`config.mk`:
```
export PLATFORM = sky130hd
export DESIGN_NAME = mul_seq
export DESIGN_NICKNAME = d
export VERILOG_FILES = /design/src/rtl/mul_seq.sv
export SDC_FILE = /design/constraint.sdc
export NUM_CORES = 1
export LEC_CHECK = 0
export CAP_MARGIN = 20
export CORE_MARGIN = 2
export CORE_UTILIZATION = 47
export CTS_BUF_LIST = sky130_fd_sc_hd__clkbuf_8
export DETAILED_ROUTE_END_ITERATION = 6
export GPL_ROUTABILITY_DRIVEN = 0
export PLACE_DENSITY = 0.81
export SLEW_MARGIN = 20
export SYNTH_ARGS = -nofsm -noshare
export SYNTH_HDL_FRONTEND = slang
export SYNTH_SLANG_ARGS = --single-unit
```
`constraint.sdc`:
```
create_clock -name clk -period 2 [get_ports clk]
set_input_delay 0.4 -clock clk [delete_from_list [all_inputs] [get_ports clk]]
set_output_delay 0.4 -clock clk [all_outputs]
set_load 0.01 [all_outputs]
```
`src/rtl/mul_seq.sv`:
```
// mul_seq: 8x8 unsigned shift-and-add multiplier. It sequences the shared
// combinational 8-bit ALU through ADD / ROTH / ROTL for eight iterations
// and returns a 16-bit product. While busy it owns the ALU operand ports.
module mul_seq (
  input  logic        clk,
  input  logic        reset,
  input  logic        start,
  input  logic [7:0]  mul_a,
  input  logic [7:0]  mul_b,
  output logic        busy,
  output logic        done,
  output logic [15:0] product,
  output logic        zero,
  output logic [7:0]  alu_a,
  output logic [7:0]  alu_b,
  output logic [3:0]  alu_op,
  output logic [3:0]  alu_s_in,
  input  logic [7:0]  alu_result,
  input  logic        alu_c
);

  localparam logic [3:0] OP_ADD  = 4'b1000;
  localparam logic [3:0] OP_RRC  = 4'b0100;
  localparam logic [3:0] OP_PASS = 4'b0110;

  typedef enum logic [2:0] {
    S_IDLE = 3'd0,
    S_ADD  = 3'd1,
    S_ROTH = 3'd2,
    S_ROTL = 3'd3,
    S_DONE = 3'd4
  } state_t;

  state_t      state;
  logic [7:0]  mcand;
  logic [7:0]  p_hi;
  logic [7:0]  p_lo;
  logic        c_reg;
  logic [2:0]  cnt;

  // Carry register is the only status the ALU ever sees; V/N/Z stay clear.
  assign alu_s_in = {3'b000, c_reg};

  // Sequencer: accepts a start, walks 8 x (ADD, ROTH, ROTL), then DONE.
  always_ff @(posedge clk) begin
    if (reset) begin
      state   <= S_IDLE;
      busy    <= 1'b0;
      done    <= 1'b0;
      product <= 16'h0000;
      zero    <= 1'b1;
      mcand   <= 8'h00;
      p_hi    <= 8'h00;
      p_lo    <= 8'h00;
      c_reg   <= 1'b0;
      cnt     <= 3'd0;
    end else begin
      case (state)
        S_IDLE, S_DONE: begin
          done <= 1'b0;
          if (start) begin
            mcand <= mul_a;
            p_lo  <= mul_b;
            p_hi  <= 8'h00;
            c_reg <= 1'b0;
            cnt   <= 3'd0;
            busy  <= 1'b1;
            state <= S_ADD;
          end else begin
            busy  <= 1'b0;
            state <= S_IDLE;
          end
        end
        S_ADD: begin
          // 9-bit partial sum lands in {c_reg, p_hi}
          p_hi  <= alu_result;
          c_reg <= alu_c;
          state <= S_ROTH;
        end
        S_ROTH: begin
          // carry of the sum enters p_hi[7]; p_hi[0] falls into carry
          p_hi  <= alu_result;
          c_reg <= alu_c;
          state <= S_ROTL;
        end
        S_ROTL: begin
          // p_hi[0] enters p_lo[7]; consumed multiplier bit drops into carry
          p_lo  <= alu_result;
          c_reg <= alu_c;
          if (cnt == 3'd7) begin
            product <= {p_hi, alu_result};
            zero    <= ({p_hi, alu_result} == 16'h0000);
            busy    <= 1'b0;
            done    <= 1'b1;
            state   <= S_DONE;
          end else begin
            cnt   <= cnt + 3'd1;
            state <= S_ADD;
          end
        end
        default: begin
          busy  <= 1'b0;
          done  <= 1'b0;
          state <= S_IDLE;
        end
      endcase
    end
  end

  // ALU operand/opcode decode straight from state and registers.
  always_comb begin
    alu_op = OP_PASS;
    alu_a  = 8'h00;
    alu_b  = 8'h00;
    case (state)
      S_ADD: begin
        alu_op = OP_ADD;
        alu_a  = p_hi;
        alu_b  = p_lo[0] ? mcand : 8'h00;
      end
      S_ROTH: begin
        alu_op = OP_RRC;
        alu_a  = p_hi;
      end
      S_ROTL: begin
        alu_op = OP_RRC;
        alu_a  = p_lo;
      end
      default: begin
        alu_op = OP_PASS;
        alu_a  = 8'h00;
        alu_b  = 8'h00;
      end
    endcase
  end

endmodule

```
### Metal 1, run 1

Bar = 20 um. Supply wires on this layer in grey.
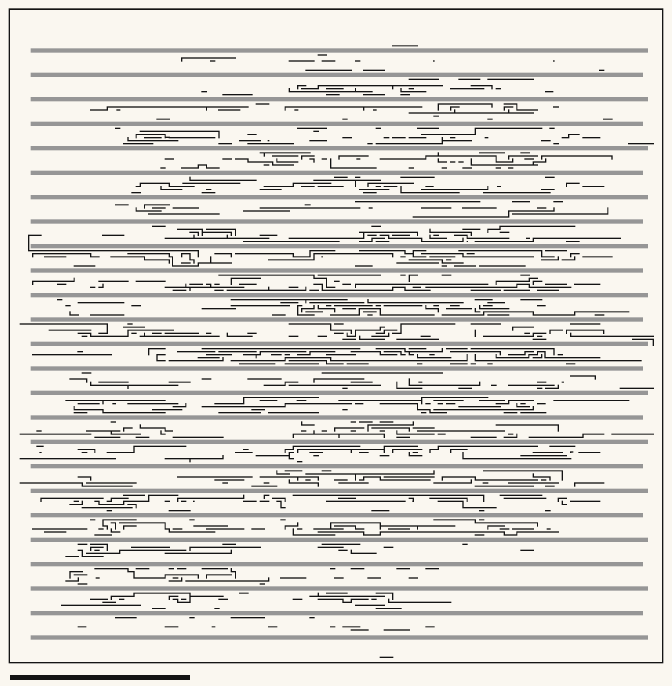
share of all routed wire: 41%
main direction: horizontal
wire length on this layer: 2,410 um
total wire length after detailed routing: 5870 um
met1 Usage GRT: 0.277
vias after detailed routing: 2,144

### Signal wires on met2, run 1

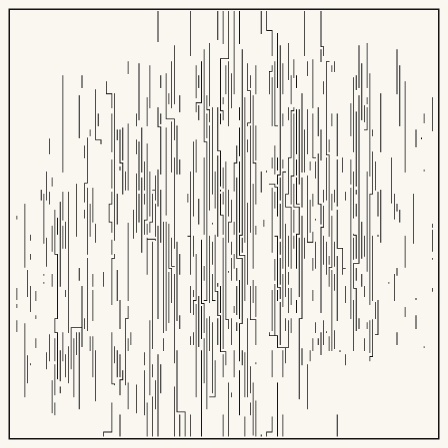
wire length on this layer: 3,060 um
share of all routed wire: 52%
met2 layer usage reported by global route: 0.384

==> results.txt, run 1 <==
Observations from the implementation run.

Floorplan:
- The run puts the well-tap cell count at 52.

Layout:
- In the layout the commonest cells are sky130_fd_sc_hd__nand2_1, sky130_fd_sc_hd__dfxtp_1, sky130_fd_sc_hd__clkdlybuf4s50_1.
- The run gives the layout inverter count without the clock tree as 2.
- The run puts the synthesis-to-layout area growth at 38.5%.
- The run puts the final cell count without fillers at 390.
- The run puts the clock buffer and inverter area fraction after layout at 0.0320.
- The run gives the net total in the final layout as 367.
- Registers take 1010 um^2.

Clock tree:
- The H-tree generated during clock tree synthesis spans 2 levels.
- The run gives the buffer levels on the longest clock path as 2.

Final timing:
- The run gives the ratio of final minimum period to clock period as 0.966.
- The run gives the total count of hold-check failures in the final report as 0.

Status:
- The run finished with clean final reports.

Power:
- The power report attributes to the clock group a share of 0.269.

Detailed routing:
- Before antenna repair, the detailed router went through 4 iterations.

Logic synthesis:
- Per the synthesis report, the AND-OR/OR-AND share of the synthesized area is 0.190.
- The run puts the synthesized area per cell at 8.29 um^2.
- The run puts the count of library flops with an enable pin at 0.

Global routing:
- Summed over all routing layers, the global router reports a total usage of 0.226.
- The run puts the largest net degree at the start of global routing at 51.

Placement:
- The run gives the cell count after placement as 377.

Hold path:
- The worst hold path terminates at product[11].
- Looking at hold timing, the worst path starts from product[11].

Critical path:
- The run gives the maximum fanout count along the critical path as 4.
- Per STA, the worst path accumulates the most delay in the family buffers and inverters.
- The run gives the kind of start point of the critical path as a flip-flop.
- The run gives the launch instance of the worst register-to-register path as state[2].
### Met3 routing, run 1

Bar = 20 um. Cells faint in the background.
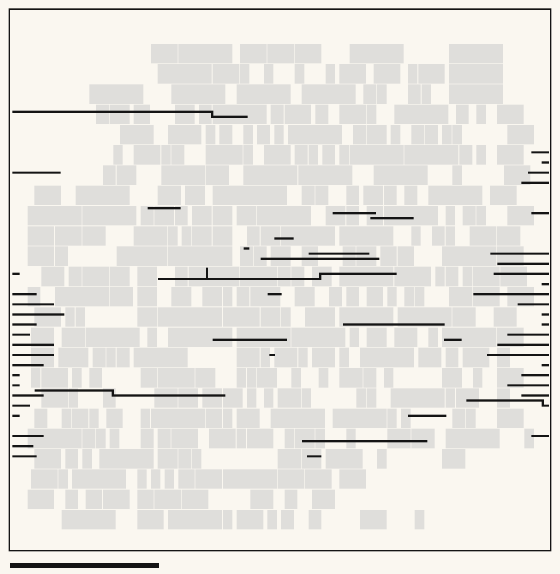
wire length on this layer: 336 um
share of all routed wire: 5.7%
met3 capacity usage during global routing: 0.0625

### Clock nets, run 1

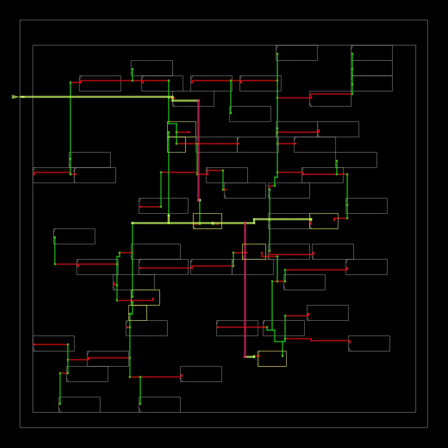
power of the clock network: 0.635 mW
number of clock-tree buffers in the layout: 5
layout sequential cell count: 50

[run 1: what timing repair did]
item                                    in CTS  in global routing
pin swaps                                    2                  2
endpoints found under the setup margin      19                 11
setup buffers                                5                  1
gates resized                               41                 20
gates cloned                                 0                  0
[run 1: worst register-to-register path: stages (launching register included)]
cell                       delay, ns
sky130_fd_sc_hd__dfxtp_4        0.37
sky130_fd_sc_hd__buf_4          0.18
sky130_fd_sc_hd__nand3b_1       0.54
sky130_fd_sc_hd__a311oi_1       0.41
[run 1: layer usage]
layer  track usage  share of wire
met5             0              0
met4        0.0761          0.012
met3        0.0625          0.057
met1         0.277           0.41
met2         0.384           0.52
--- run 2 (diff from run 1) ---
--- a/config.mk
+++ b/config.mk
@@ -12,7 +12,7 @@
 export DETAILED_ROUTE_END_ITERATION = 6
 export GPL_ROUTABILITY_DRIVEN = 0
 export PLACE_DENSITY = 0.81
-export SLEW_MARGIN = 20
+export SLEW_MARGIN = 10
 export SYNTH_ARGS = -nofsm -noshare
 export SYNTH_HDL_FRONTEND = slang
 export SYNTH_SLANG_ARGS = --single-unit
### Clock nets, run 2

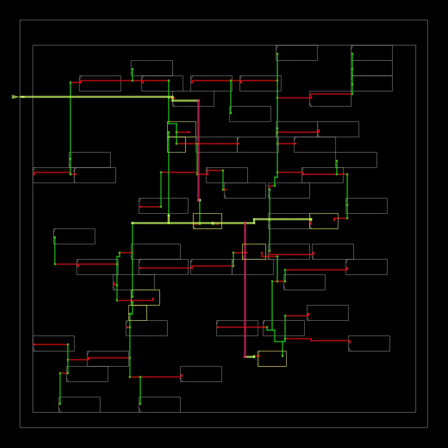
final worst clock skew: 0.00719 ns
number of buffers inserted during clock tree synthesis: 5
insertion delay to the later sink of the worst-skew pair: 0.31 ns
Sinks on Clock Net: 50

### Met3 routing, run 2

Bar = 20 um. Cells faint in the background.
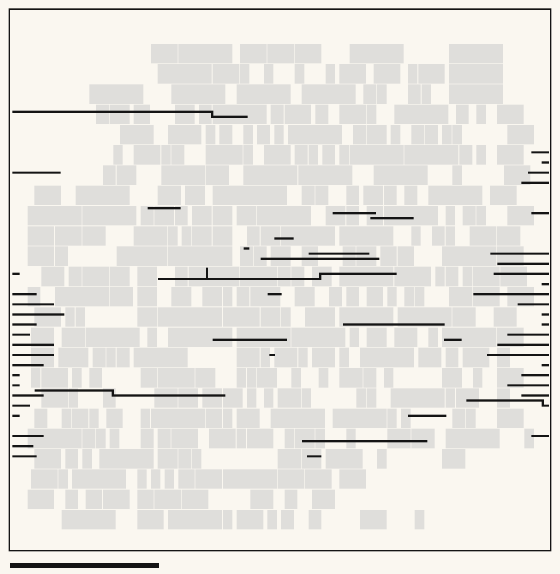
nets with wire on the layer: 52
main direction: horizontal

==> results.txt, run 2 <==
Observations from the implementation run.

Status:
- Status: finished clean (unchanged).

Critical path:
- The kind of start point of the critical path was a flip-flop (unchanged).
- The maximum fanout count along the critical path is 4 (unchanged).
- The run gives the endpoint of the lowest-slack register-to-register path as p_lo[2] (unchanged).
- Cells along the critical path: buf_4 > nor3b_4 > buf_4 > and2_1 > clkdlybuf4s15_1 (unchanged).
- The kind of cell with the highest combined delay on the critical path is buffers and inverters (unchanged).
- The launch instance of the worst register-to-register path was state[2] (unchanged).
- The run gives the longest individual stage delay on the worst path as 0.39 ns (about the same).

Global routing:
- The routing layer with the top usage in global route is met2 (unchanged).
- The run gives the global routing met3 resource utilization as 0.0625 (unchanged).
- The run gives the met2 demand-to-capacity share in global routing as 0.384 (unchanged).
- The run puts the largest net degree at the start of global routing at 51 (unchanged).
- The global routing met1 resource utilization was 0.277 (unchanged).
- The run puts the global-route usage over all layers at 0.226 (unchanged).

Clock tree:
- The run gives the number of H-tree levels as 2 (unchanged).
- The run puts the buffer levels on the longest clock path at 2 (unchanged).

Logic synthesis:
- The run puts the count of library flops with an enable pin at 0 (unchanged).
- The post-synthesis adder-cell area fraction is 0.0114 (unchanged).
- The run gives the synthesized area per cell as 8.29 um^2 (unchanged).
- The run puts the complex-gate fraction of the synthesized area at 0.190 (unchanged).
- The run gives the xor/xnor cell area share of the yosys netlist as 0.0148 (unchanged).

Final timing:
- The time the final worst path needs with I/O delays and setup was 1.93 ns (unchanged).
- The setup TNS was 0 ns (unchanged).
- The run gives the number of pins with negative max-slew slack in the final report as 0 (unchanged).
- The smallest hold slack was 0.457 ns (unchanged).
- The total count of hold-check failures in the final report is 0 (unchanged).
- The run puts the post-layout worst setup margin at 0.0675 ns (unchanged).

Hold path:
- The run gives the source of the worst hold timing path as product[11] (unchanged).
- The endpoint of the worst hold-timing path is product[11] (unchanged).

Layout:
- The net total in the final layout was 367 (unchanged).
- The run gives the synthesis-to-layout area growth as 38.5% (unchanged).
- The area of all sequential standard cells was 1010 um^2 (unchanged).
- The run gives the flip-flop count of the largest register after layout as 16 (unchanged).
- The run puts the final cell count without fillers at 390 (unchanged).
- Top Layout Cells: sky130_fd_sc_hd__nand2_1, sky130_fd_sc_hd__dfxtp_1, sky130_fd_sc_hd__clkdlybuf4s50_1 (unchanged).

Detailed routing:
- The run puts the count of unresolved DRC violations after routing at 0 (unchanged).
- The run gives the via count as 2,144 (unchanged).
- The run gives the number of iterations in the first detailed-routing pass as 4 (unchanged).
- The run gives the total wirelength of the detailed-routed design as 5870 um (unchanged).

Power:
- The run gives the portion of total power attributed to the clock network as 0.269 (about the same).
- The group with the largest share of power is registers (unchanged).
- The run gives the power consumed by the clock network as 0.635 mW (about the same).
### Signal wires on met2, run 2

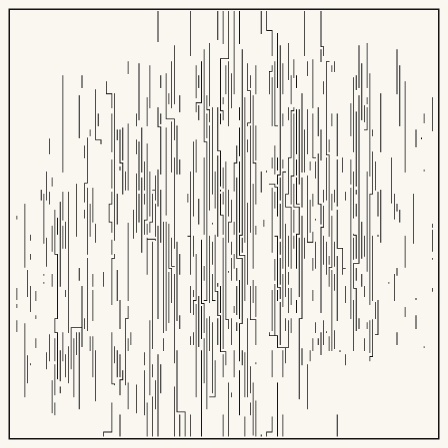
share of all routed wire: 52%
main direction: vertical
longest straight run: 31.4 um
nets with wire on the layer: 306
wire length on this layer: 3,060 um

## run 2: area by class of cell
type	instances	share of cell area
Multi-Input combinational cell	192	0.360
Sequential cell	50	0.331
Timing Repair Buffer	86	0.253
Clock buffer	5	0.0225
Tap cell	52	0.0213
Clock inverter	3	0.00942
Inverter	2	0.00246
## run 2: tightest hold or removal path, stage by stage (launching register included)
cell and delay (ns):
sky130_fd_sc_hd__dfxtp_1 0.32, sky130_fd_sc_hd__nand2_1 0.05, sky130_fd_sc_hd__a21oi_1 0.05
## run 2: repair_timing
item	4_1_cts	5_1_grt
gates resized	41	20
buffers inserted	5	1
pin swaps	2	2
setup endpoints to repair	19	11
endpoints found under the hold margin	0	0
## run 2: routing by layer
layer  up-vias  wire length [um]
met5         -                 0
met4         0                72
met3        10               336
met2        70              3060
met1      1009              2410
li1       1055                 -
Power figures rest on the tool's default switching activity, not on a simulated workload.
